==> src/rtl/mpp_pattern_player.sv <==
`default_nettype none
// ============================================================================
// Module   : mpp_pattern_player
// Purpose  : Plays the BEACON / DIGITAL_LF sample patterns with burst count,
//            per-period gain, graceful stop and a done pulse. Optional macro
//            MPP_PATTERN_SAT_EN makes the output reduction saturate.
// Revision : 1.0 - initial release
// ============================================================================
module mpp_pattern_player #(
    parameter int ROM_W      = 24,
    parameter int OUT_W      = 24,
    parameter int GAIN_W     = 8,
    parameter int GAIN_FRAC  = 7,
    parameter int BURST_W    = 8,
    parameter int BEACON_LEN = 40,
    parameter int DIGLF_LEN  = 23
) (
    input  logic                    clk,
    input  logic                    rst,
    input  logic [1:0]              mode,
    input  logic                    start,
    input  logic                    stop,
    input  logic [BURST_W-1:0]      burst_len,
    input  logic [GAIN_W-1:0]       gain,
    output logic signed [OUT_W-1:0] sample_out,
    output logic                    sample_valid,
    output logic                    busy,
    output logic                    done
);

    localparam int c_MAX_LEN = (BEACON_LEN > DIGLF_LEN) ? BEACON_LEN : DIGLF_LEN;
    localparam int c_IDX_W   = $clog2(c_MAX_LEN);
    localparam int c_PROD_W  = ROM_W + GAIN_W + 1;

    localparam logic [1:0] c_IDLE  = 2'd0;
    localparam logic [1:0] c_PLAY  = 2'd1;
    localparam logic [1:0] c_FLUSH = 2'd2;

    logic [1:0]                r_state;
    logic                      r_beacon;
    logic [c_IDX_W-1:0]        r_idx;
    logic [BURST_W-1:0]        r_burst;
    logic [BURST_W-1:0]        r_periods;
    logic [GAIN_W-1:0]         r_gain;
    logic                      r_stop_pend;
    logic signed [ROM_W-1:0]   r_rom_q;
    logic [GAIN_W-1:0]         r_rom_gain;
    logic                      r_rom_vld;
    logic signed [ROM_W-1:0]   r_s1;
    logic [GAIN_W-1:0]         r_s1_gain;
    logic                      r_s1_vld;

    logic [c_IDX_W-1:0]        w_last_idx;
    logic [BURST_W:0]          w_periods_next;
    logic signed [c_PROD_W-1:0] w_rom_ext;
    logic signed [c_PROD_W-1:0] w_gain_ext;
    logic signed [c_PROD_W-1:0] w_prod;
    logic signed [c_PROD_W-1:0] w_shift;
    logic signed [OUT_W-1:0]   w_reduced;

    function automatic logic signed [ROM_W-1:0] rom_word(input logic beacon,
                                                         input logic [c_IDX_W-1:0] idx);
        int i;
        int v;
        i = int'(idx);
        v = 1920;
        if (beacon) begin
            case (i)
                8:  v = 1580;
                9:  v = 798;
                10: v = -3;
                11: v = -804;
                12: v = -1585;
                28: v = -1577;
                29: v = -798;
                30: v = 3;
                31: v = 804;
                32: v = 1585;
                default: v = (i >= 13 && i <= 27) ? -1920 : 1920;
            endcase
        end else begin
            case (i)
                4:  v = 1100;
                5:  v = -300;
                6:  v = -1600;
                15: v = -1600;
                16: v = -300;
                17: v = 1100;
                default: v = (i >= 7 && i <= 14) ? -1920 : 1920;
            endcase
        end
        return ROM_W'(v);
    endfunction

    assign w_last_idx     = r_beacon ? c_IDX_W'(BEACON_LEN - 1) : c_IDX_W'(DIGLF_LEN - 1);
    assign w_periods_next = {1'b0, r_periods} + {{BURST_W{1'b0}}, 1'b1};

    // Gain is zero-extended so codes >= 2^(GAIN_W-1) stay positive.
    assign w_rom_ext  = {{(GAIN_W + 1){r_s1[ROM_W-1]}}, r_s1};
    assign w_gain_ext = {{(ROM_W + 1){1'b0}}, r_s1_gain};
    assign w_prod     = w_rom_ext * w_gain_ext;
    assign w_shift    = w_prod >>> GAIN_FRAC;

`ifdef MPP_PATTERN_SAT_EN
    logic [c_PROD_W-OUT_W:0] w_hi;
    assign w_hi = w_shift[c_PROD_W-1:OUT_W-1];

    always_comb begin
        w_reduced = w_shift[OUT_W-1:0];
        if (!((&w_hi) || (~|w_hi))) begin
            w_reduced = w_shift[c_PROD_W-1] ? {1'b1, {(OUT_W-1){1'b0}}}
                                            : {1'b0, {(OUT_W-1){1'b1}}};
        end
    end
`else
    logic w_unused_hi;
    assign w_unused_hi = ^w_shift[c_PROD_W-1:OUT_W];

    always_comb begin
        w_reduced = w_shift[OUT_W-1:0];
    end
`endif

    assign busy = (r_state != c_IDLE) | r_rom_vld | r_s1_vld | sample_valid;

    always_ff @(posedge clk) begin
        if (rst) begin
            r_state      <= c_IDLE;
            r_beacon     <= 1'b0;
            r_idx        <= '0;
            r_burst      <= '0;
            r_periods    <= '0;
            r_gain       <= '0;
            r_stop_pend  <= 1'b0;
            r_rom_q      <= '0;
            r_rom_gain   <= '0;
            r_rom_vld    <= 1'b0;
            r_s1         <= '0;
            r_s1_gain    <= '0;
            r_s1_vld     <= 1'b0;
            sample_out   <= '0;
            sample_valid <= 1'b0;
            done         <= 1'b0;
        end else begin
            done      <= 1'b0;
            r_rom_vld <= 1'b0;
            case (r_state)
                c_IDLE: begin
                    if (start && (mode == 2'd1 || mode == 2'd2)) begin
                        r_beacon    <= (mode == 2'd1);
                        r_burst     <= burst_len;
                        r_gain      <= gain;
                        r_idx       <= '0;
                        r_periods   <= '0;
                        r_stop_pend <= 1'b0;
                        r_state     <= c_PLAY;
                    end
                end
                c_PLAY: begin
                    // Gain travels with each word so a wrap re-latch only hits the next period.
                    r_rom_q    <= rom_word(r_beacon, r_idx);
                    r_rom_gain <= r_gain;
                    r_rom_vld  <= 1'b1;
                    if (stop) begin
                        r_stop_pend <= 1'b1;
                    end
                    if (r_idx == w_last_idx) begin
                        r_idx     <= '0;
                        r_periods <= r_periods + 1'b1;
                        r_gain    <= gain;
                        if (((r_burst != '0) && (w_periods_next == {1'b0, r_burst})) || r_stop_pend) begin
                            r_state <= c_FLUSH;
                        end
                    end else begin
                        r_idx <= r_idx + 1'b1;
                    end
                end
                c_FLUSH: begin
                    if (!r_rom_vld && !r_s1_vld) begin
                        r_state <= c_IDLE;
                        done    <= 1'b1;
                    end
                end
                default: r_state <= c_IDLE;
            endcase

            r_s1         <= r_rom_q;
            r_s1_gain    <= r_rom_gain;
            r_s1_vld     <= r_rom_vld;
            sample_valid <= r_s1_vld;
            sample_out   <= r_s1_vld ? w_reduced : '0;
        end
    end

endmodule
`default_nettype wire

==> config.mk <==
export PLATFORM = sky130hd
export DESIGN_NAME = mpp_pattern_player
export DESIGN_NICKNAME = d
export VERILOG_FILES = /design/src/rtl/mpp_pattern_player.sv
export SDC_FILE = /design/constraint.sdc
export NUM_CORES = 1
export LEC_CHECK = 0
export ABC_AREA = 0
export CAP_MARGIN = 5
export CORE_ASPECT_RATIO = 1.25
export CORE_MARGIN = 3
export CORE_UTILIZATION = 45
export DETAILED_ROUTE_END_ITERATION = 10
export PLACE_DENSITY = 0.66
export SYNTH_ARGS = -nofsm -noshare
export SYNTH_HDL_FRONTEND = slang
export SYNTH_SLANG_ARGS = --single-unit
==> constraint.sdc <==
create_clock -name clk -period 4.84 [get_ports clk]
set_clock_uncertainty 0.2 [all_clocks]
set_input_delay 0.726 -clock clk [delete_from_list [all_inputs] [get_ports clk]]
set_output_delay 0.726 -clock clk [all_outputs]
set_load 0.005 [all_outputs]
==> run summary <==
run results: utilization of the core after routing 0.5638, worst reg2reg endpoint sample_out[13]$_SDFF_PP0_, total core area 16,460 µm², top contributor to total power registers, clock tree from TritonCTS built, tally of max-capacitance violations 0, worst ir drop on vdd 0.1396 mV, fraction of synthesized cell area taken by the top area cell type 0.2663, count of different cell masters after synthesis 64, met2 Use GR 0.2989, commonest register cell after synthesis dfxtp_1, met3 Use GR 0.02640, Filler Cells Inserted 1,486, pin count of the biggest net entering global routing 44, fraction of power consumed by the clock network 0.395, combinational fraction of the cell area 0.5568, final weighted congestion in routability-driven placement 0.8140, CP max stage cell fa_1, nonclk buf count 112, source-to-sink clock delay at the later pin of the worst-skew pair 0.36 ns, sort of element at the end of the critical path flip-flop, detailed-placement wirelength estimate 12,140 µm, top cells by area dfxtp_1, fa_1, ha_1, total wire length 15,370 µm, effective utilization at floorplan 0.4658, fraction of final layout cells with drive strength greater than 1 0.1484, Critical Path Source Type flip-flop, uppermost layer routed met4, Clk Tree Root Cell clkbuf_16, most used logic cell in the final layout inv_1, placed inst area 8692 µm², Layout clock buffers 11, status complete, no violations, beginning of the critical path r_s1_gain[0]$_SDFF_PP0_, global-route wire length before repair 26,300 µm, critical path required time 4.89 ns, deepest level of the CTS H-tree 3, FMAX 0.2086 GHz
[synth_stat cells (3+ instances only)]
| master | instances |
|---|---|
| o211ai_1 | 5 |
| and3_1 | 5 |
| a211oi_1 | 6 |
| nor3b_1 | 3 |
| nor3_1 | 17 |
| nor2_1 | 54 |
| or2_2 | 3 |
| buf_2 | 6 |
| nand3_1 | 11 |
| fa_1 | 74 |
| mux2i_1 | 4 |
| dfxtp_1 | 102 |
| o21bai_1 | 4 |
| a22oi_1 | 3 |
| nand4b_1 | 4 |
| ha_1 | 54 |
| a21o_1 | 6 |
| nor4_1 | 4 |
| clkbuf_1 | 27 |
| xnor2_1 | 13 |
| nand2b_1 | 8 |
| o21ai_0 | 21 |
| o21a_1 | 5 |
| inv_1 | 128 |
| nor2_2 | 3 |
| o31ai_1 | 3 |
| or3_1 | 5 |
| a31oi_1 | 7 |
| nand3b_1 | 3 |
| nor2b_1 | 29 |
| nand2_1 | 111 |
| xor2_1 | 14 |
| and2_1 | 45 |
| o22a_1 | 9 |
| a21oi_1 | 56 |
[registers in the layout, indices dropped and copies added, names as in the netlist]
register and cells:
r_gain 8, r_rom_gain 8, r_rom_q 12, r_s1 12, r_stop_pend 1, r_idx 6, r_s1_vld 1, sample_valid 1
r_s1_gain 8, sample_out 24, r_beacon 1, r_state 2, r_burst 8, r_periods 8, done 1, r_rom_vld 1
[logic make-up after synthesis]
family	share of synthesized area
adder cells (fa/ha/maj)	0.2813
XOR/XNOR	0.03084
AND-OR/OR-AND	0.1278
multiplexers	0.006691
buffers and inverters	0.08176
flip-flops	0.2663
AND/OR/NAND/NOR	0.2053
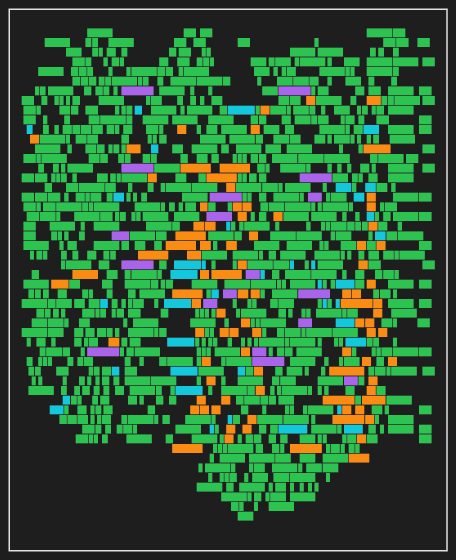
*Drive-strength map*
[drive 6 and up] purple | cells: 18 | share: 1.8%
[drive 1 or less] green | cells: 838 | share: 85%
[drive 2] cyan | cells: 39 | share: 4.0%
[drive 3 to 4] orange | cells: 89 | share: 9.0%

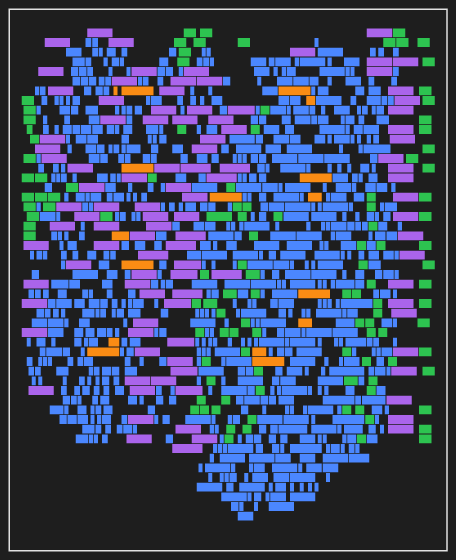
*Placed cells, one color a class*
[clock drivers and dummy loads] orange | cells: 16
[all other logic] blue | cells: 754
[other buffers and delay cells] green | cells: 112
[flip-flops] purple | cells: 102

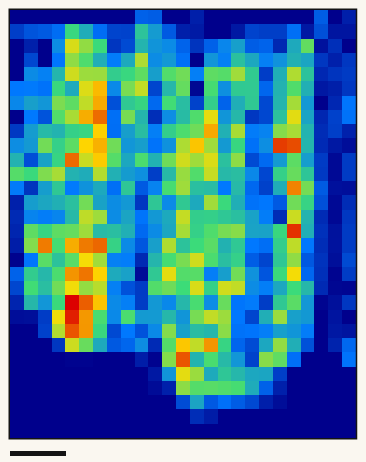
*Routed metal per tile*
Bar = 20 µm. The die is cut into 25 by 30 equal tiles; dark blue is low, red is high, scaled to the fullest tile. Values are wire area over tile area, all layers added.
nearly empty tiles: 21%
emptiest ninth of the die: bottom right
tiles over half the peak: 23%
fullest tile: 0.43
mean over tiles: 0.13

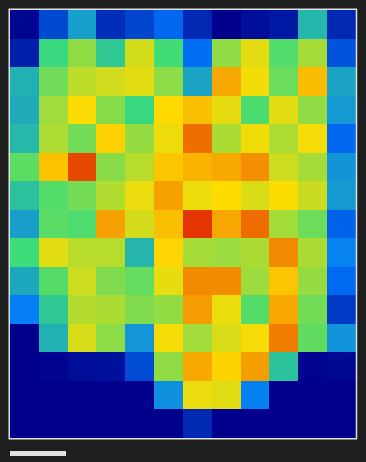
*Placement density heat map*
Bar = 20 µm. The die is cut into 12 by 15 equal tiles; dark blue is low, red is high, 0 to 100% covered.
densest ninth of the die: middle
emptiest ninth of the die: bottom left
nearly empty tiles: 14%
mean over tiles: 48%
tiles over 75% full: 17%

Power and IR drop assume default switching activity.
